metal_density.png
The die is cut into 30 by 25 equal tiles; black is low, pale yellow is high, scaled to the fullest tile. Values are wire area over tile area, all layers added.
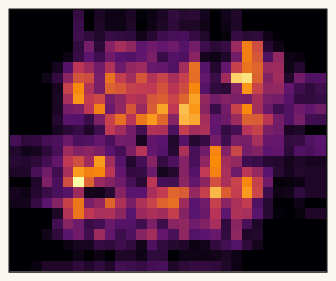
clk_routes.png
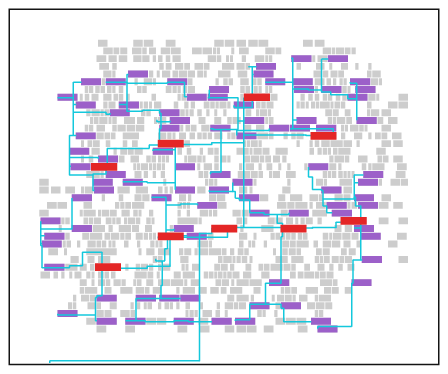
[src/rtl/quad_step_pkg.sv]
// Shared types and helpers for the quadrature step controller.
//   state_e      : controller FSM state (idle / running a move)
//   DIR_FWD/REV  : encoding of the direction bit
//   phase_encode : 2-bit phase index -> {A, B} Gray-coded phase pair
package quad_step_pkg;

  typedef enum logic {
    StIdle,
    StRun
  } state_e;

  localparam logic DIR_FWD = 1'b1;
  localparam logic DIR_REV = 1'b0;

  // Index 0..3 maps to (A,B) = 10, 11, 01, 00, so consecutive indices differ in one bit.
  function automatic logic [1:0] phase_encode(input logic [1:0] p);
    return {~p[1], p[1] ^ p[0]};
  endfunction

endpackage

[src/rtl/quad_phase_seq.sv]
// Quadrature phase sequencer: 2-bit up/down phase index with registered A/B outputs.
// Ports:
//   clk      in   clock
//   reset    in   synchronous, active-high; index -> 0, (A,B) -> 10
//   step_en  in   advance the phase index by one step this edge
//   dir      in   1 = forward (index +1), 0 = reverse (index -1)
//   phase_a  out  registered phase A
//   phase_b  out  registered phase B
module quad_phase_seq
  import quad_step_pkg::*;
(
  input  logic clk,
  input  logic reset,
  input  logic step_en,
  input  logic dir,
  output logic phase_a,
  output logic phase_b
);

  logic [1:0] p_q, p_d;
  logic [1:0] ab_q, ab_d;

  always_comb begin
    p_d  = p_q;
    ab_d = ab_q;
    if (step_en) begin
      p_d  = (dir == DIR_FWD) ? p_q + 2'd1 : p_q - 2'd1;
      ab_d = phase_encode(p_d);
    end
  end

  always_ff @(posedge clk) begin
    if (reset) begin
      p_q  <= 2'd0;
      ab_q <= phase_encode(2'd0);
    end else begin
      p_q  <= p_d;
      ab_q <= ab_d;
    end
  end

  assign phase_a = ab_q[1];
  assign phase_b = ab_q[0];

endmodule

[src/rtl/quad_step_controller.sv]
// Command-driven quadrature step controller.
// Accepts a move (direction, step count, step period) over a valid/ready handshake, issues
// that many Gray-coded A/B steps at one step every period clocks, and tracks a signed,
// wrapping absolute position. Each command ends with a one-cycle done or aborted pulse.
// Ports:
//   clk, reset          clock; synchronous active-high reset
//   cmd_valid/cmd_ready command handshake (ready only while idle)
//   cmd_dir             1 = forward, 0 = reverse
//   cmd_steps           number of steps (0 completes immediately)
//   cmd_period          clocks per step (0 treated as 1)
//   abort               stop the current move; ignored while idle
//   phase_a, phase_b    registered quadrature outputs
//   busy                move in progress
//   done, aborted       one-cycle completion / abort pulses
//   position            signed step position, wraps modulo 2^POS_W
module quad_step_controller
  import quad_step_pkg::*;
#(
  parameter int unsigned CNT_W = 16,
  parameter int unsigned DIV_W = 16,
  parameter int unsigned POS_W = 32
) (
  input  logic             clk,
  input  logic             reset,
  input  logic             cmd_valid,
  output logic             cmd_ready,
  input  logic             cmd_dir,
  input  logic [CNT_W-1:0] cmd_steps,
  input  logic [DIV_W-1:0] cmd_period,
  input  logic             abort,
  output logic             phase_a,
  output logic             phase_b,
  output logic             busy,
  output logic             done,
  output logic             aborted,
  output logic [POS_W-1:0] position
);

  localparam logic [CNT_W-1:0] CntOne = CNT_W'(1);
  localparam logic [DIV_W-1:0] DivOne = DIV_W'(1);
  localparam logic [POS_W-1:0] PosOne = POS_W'(1);

  state_e           state_q, state_d;
  logic [DIV_W-1:0] div_q, div_d;
  logic [DIV_W-1:0] reload_q, reload_d;
  logic [CNT_W-1:0] rem_q, rem_d;
  logic             dir_q, dir_d;
  logic [POS_W-1:0] pos_q, pos_d;
  logic             done_q, done_d;
  logic             aborted_q, aborted_d;

  logic [DIV_W-1:0] period_m1;
  logic             step_en;

  // A period of 0 behaves like 1, so both reload a divider value of 0.
  assign period_m1 = (cmd_period == '0) ? '0 : cmd_period - DivOne;

  // Abort wins over a coinciding step tick.
  assign step_en = (state_q == StRun) && !abort && (div_q == '0);

  always_comb begin
    state_d   = state_q;
    div_d     = div_q;
    reload_d  = reload_q;
    rem_d     = rem_q;
    dir_d     = dir_q;
    pos_d     = pos_q;
    done_d    = 1'b0;
    aborted_d = 1'b0;

    unique case (state_q)
      StIdle: begin
        if (cmd_valid) begin
          if (cmd_steps == '0) begin
            done_d = 1'b1;
          end else begin
            state_d  = StRun;
            dir_d    = cmd_dir;
            rem_d    = cmd_steps;
            reload_d = period_m1;
            div_d    = period_m1;
          end
        end
      end
      StRun: begin
        if (abort) begin
          state_d   = StIdle;
          aborted_d = 1'b1;
          div_d     = '0;
          rem_d     = '0;
        end else if (div_q == '0) begin
          pos_d = (dir_q == DIR_FWD) ? pos_q + PosOne : pos_q - PosOne;
          rem_d = rem_q - CntOne;
          div_d = reload_q;
          if (rem_q == CntOne) begin
            state_d = StIdle;
            done_d  = 1'b1;
            div_d   = '0;
          end
        end else begin
          div_d = div_q - DivOne;
        end
      end
      default: state_d = StIdle;
    endcase
  end

  always_ff @(posedge clk) begin
    if (reset) begin
      state_q   <= StIdle;
      div_q     <= '0;
      reload_q  <= '0;
      rem_q     <= '0;
      dir_q     <= DIR_REV;
      pos_q     <= '0;
      done_q    <= 1'b0;
      aborted_q <= 1'b0;
    end else begin
      state_q   <= state_d;
      div_q     <= div_d;
      reload_q  <= reload_d;
      rem_q     <= rem_d;
      dir_q     <= dir_d;
      pos_q     <= pos_d;
      done_q    <= done_d;
      aborted_q <= aborted_d;
    end
  end

  quad_phase_seq u_phase_seq (
    .clk     (clk),
    .reset   (reset),
    .step_en (step_en),
    .dir     (dir_q),
    .phase_a (phase_a),
    .phase_b (phase_b)
  );

  assign cmd_ready = (state_q == StIdle);
  assign busy      = (state_q == StRun);
  assign done      = done_q;
  assign aborted   = aborted_q;
  assign position  = pos_q;

endmodule

[config.mk]
export PLATFORM = sky130hd
export DESIGN_NAME = quad_step_controller
export DESIGN_NICKNAME = d
export VERILOG_FILES = /design/src/rtl/quad_step_pkg.sv /design/src/rtl/quad_phase_seq.sv /design/src/rtl/quad_step_controller.sv
export SDC_FILE = /design/constraint.sdc
export NUM_CORES = 1
export LEC_CHECK = 0
export CAP_MARGIN = 20
export CORE_ASPECT_RATIO = 0.8
export CORE_MARGIN = 10
export CORE_UTILIZATION = 45
export CTS_CLUSTER_SIZE = 14
export DETAILED_ROUTE_END_ITERATION = 16
export MAX_ROUTING_LAYER = met4
export PLACE_DENSITY = 0.67
export SYNTH_ARGS = -nofsm -noshare
export SYNTH_HDL_FRONTEND = slang
export SYNTH_HIERARCHICAL = 1
export SYNTH_SLANG_ARGS = --single-unit
[constraint.sdc]
create_clock -name clk -period 4.1 [get_ports clk]
set_input_delay 0.41 -clock clk [delete_from_list [all_inputs] [get_ports clk]]
set_output_delay 0.41 -clock clk [all_outputs]
set_load 0.005 [all_outputs]
==> changes_impl.md <==
### Physical design

- CTS root buf: clkbuf_16
- Clock slew at reported path FFs: 0.06 ns
- Hold Violations, Final: 0
- Grt total ovfl: 0
- Yosys top cell by instances: nor2_1
- Async set-reset flop share out of synthesis: 0%
- Initial antenna violation count: 0
- Setup repair bufs after CTS: 0
- Fmax achieved: 0.274 GHz
- Clock buffer depth: 2
- Routed wire length: 18000 um
- Hold-fix buffers, CTS: 0
- RSZ-0062 raised after global routing: false
- Htree depth: 3
- Sequential fraction of the synthesis area: 28.6%
- Pre-CTS setup slack: 0.535 ns
- I/O pins: 75
- Sum Neg Setup Slack: 0 ns
- First-pass GRT wire length: 29200 um
- Pwr dens: 315 nW/um^2
- DR WL/cell: 17.2 um
- Crit path max fanout: 25
- Most common cell on crit path: o31a_1
- Seq cells post-synth: 88
- Avg Cell Area, Syn: 7.57 um^2
- Post-route DRC: 0
- Cts repair resizes: 0
- Crit Path Category: reg -> reg
- Worst-Margin Slew: 1.06 ns
- CP Cell Sequence: inv_1, ha_1, nor2b_1, o31a_1, o31a_1, o21ai_1, o31ai_2, nand4_1, a2111oi_0, a311o_1
- Init Core Util: 45.7%
- Via total after detailed routing: 6228
- Placed cell areas: 6960 um^2
- CP Buf/Inv Count: 1
- Iter 0 DRT Violations: 578
- Top cells by count: nor2_1, dfxtp_1, a21oi_1, nand2_1, o21ai_0
- Post-synthesis instance total: 812
- Relative slew slack: 29.3%
- Synth area leaders: dfxtp_1, ha_1, a21oi_1
- Top-area cell share: 28.6%
- CP Data Required Time: 4.39 ns
- Final #Nets: 934
- Status: finished clean
- Core area: 13500 um^2
- Post-DP HPWL: 12900 um
- CTS tree: built
- Largest net degree at the start of global routing: 107
- MaxCap Viol Count: 0
- Yosys cell types: 76
- Die width: 151 um
- Slew Viols, Final: 0
- Post-layout period usage: 88.9%
- # rows: 38
- Yosys stat area: 6150 um^2
- Warnings from Yosys: 6
- All-Layer GR Usage: 19.1%
- Lkg Pwr: 2.86 nW
- Synth Cell Area: 6150 um^2
- Crit-path leading delay family: AND-OR/OR-AND gates
- Post-route ant nets: 0
- Dominant Register Cell: dfxtp_1
- Yosys cell count: 812
- Log Warnings: 31
- Count of library flops with an enable pin: 0
- Vias in the first global route: 5829
- Worst EP arrival: 3.94 ns
- Die H: 125 um
- Largest stage delay, worst path: 0.54 ns
- Port Buf Inserts: 74
- Design area: 7250 um^2
- Ant. Diodes: 0
- Late-Pin Clk Latency: 0.35 ns
- Setup violators final: 0
- Share of cells above drive strength 1: 4.63%
- Worst Setup End Kind: flop
- Area leader, netlist: dfxtp_1
- Vias per cell: 5.97
- Slowest library cell on the worst path: ha_1
- IR drop worst, VDD: 0.000252 V
- Floorplan net count: 886
- DRT Pass-1 Iters: 5
- Startpoint types: flop
- Clock Sinks: 88
- Final min period: 3.65 ns
- Clk_skew: 0.00761 ns
- DIE AREA: 18800 um^2
- GPL Wtd Cong: 0.909
- Hold Path Class: reg -> reg
- Fillers: 1258
- Fin util: 53.9%
## Picture notes: metal_density.png
The mean over all tiles is 0.15. 13% of the tiles are over half the peak. The densest ninth of the die: centre. The fullest tile reaches 0.67. 22% of the tiles are nearly empty.

## Picture notes: clk_routes.png
Key: red = clock drivers [count 9]; purple = flip-flops [count 88]; cyan = clock wires [length 1250 um]
There are 10 routed clock nets. Position of the flops: spread over the die.

==> layer usage <==
metal  routed length, um  track usage [%]  share of wire (%)  vias to the layer above
li1                    -                -                  -                     3077
met4                 232             5.31                1.3                        0
met3                1110             3.85                6.1                       20
met2                7830             27.3                 44                      210
met1                8800             26.7                 49                     2921
met5                   0                -                  0                        -
==> area by class of cell <==
cell class / instances / area [um^2] / area share, %
Inverter: 21 / 78.8 / 1.09
Sequential cell: 88 / 1760 / 24.3
Clock inverter: 4 / 45.0 / 0.621
Clock buffer: 11 / 243 / 3.35
Timing Repair Buffer: 82 / 798 / 11.0
Tap cell: 180 / 225 / 3.11
Multi-Input combinational cell: 658 / 4100 / 56.5
==> state kept, by name, indices dropped and copies added, names as in the netlist <==
| name | cells |
|---|---|
| dir_q | 1 |
| rem_q | 16 |
| position | 32 |
| done | 1 |
| div_q | 16 |
| u_phase_seq/ab_q | 2 |
| u_phase_seq/p_q | 2 |
| reload_q | 16 |
| busy | 1 |
| aborted | 1 |
==> stage by stage <==
stage,hold slack [ns],total power (W),instances
finish,0.456,0.00228,1044
global route,0.476,0.00239,1044
CTS,0.455,0.00230,1044
detailed placement,0.447,0.00147,1029
global placement,0.444,0.00145,1029
floorplan,0.437,0.00131,812
==> power by group <==
group	internal, W	switching, W	total (W)
clock network	0.000483	0.000340	0.000823
registers	0.000897	0.0000441	0.000941
logic	0.000214	0.000304	0.000518
total	0.00159	0.000688	0.00228
==> kinds of logic after synthesis <==
group                      Yosys count  share of synthesized area (%)
muxes                                3                          0.509
AOI/OAI and AO/OA                  253                           26.4
DFF                                 88                           28.6
buffers and inverters               66                           4.74
and+or+nand+nor                    321                           25.8
xor gates and xnor gates            44                           6.27
adders and majority gates           37                           7.65
==> cells in the final DEF (no fill, tap or decap), drive strengths merged, types with 13 or more instances in the layout <==
| cell type | synthesis | layout |
|---|---|---|
| clkdlybuf4s50 | 0 | 73 |
| dfxtp | 88 | 88 |
| xnor2 | 27 | 27 |
| a211oi | 13 | 13 |
| a22oi | 20 | 20 |
| nor3 | 46 | 46 |
| xor2 | 17 | 17 |
| nand4 | 13 | 13 |
| o21ai | 52 | 52 |
| nor4 | 14 | 14 |
| a21oi | 84 | 84 |
| inv | 20 | 20 |
| nand2 | 81 | 81 |
| ha | 36 | 36 |
| nand3 | 14 | 14 |
| nor2 | 94 | 94 |
| a21o | 21 | 21 |
==> worst paths after layout <==
| kind | endpoint | start | cells past startpoint | slack (ns) |
|---|---|---|---|---|
| setup reg to reg | position[24] | dir_q | 10 | 0.45 |
| hold / removal | reload_q[15] | reload_q[15] | 2 | 0.46 |
| hold reg to reg | reload_q[15] | reload_q[15] | 2 | 0.46 |
| setup / recovery | position[24] | dir_q | 10 | 0.45 |
==> tightest hold or removal path: cells and delay by family, from the launching register on <==
kind / cells / cell delay (ns)
simple gates: 1 / 0.05
compound gates: 1 / 0.05
flops: 1 / 0.31
Power and IR drop assume default switching activity.
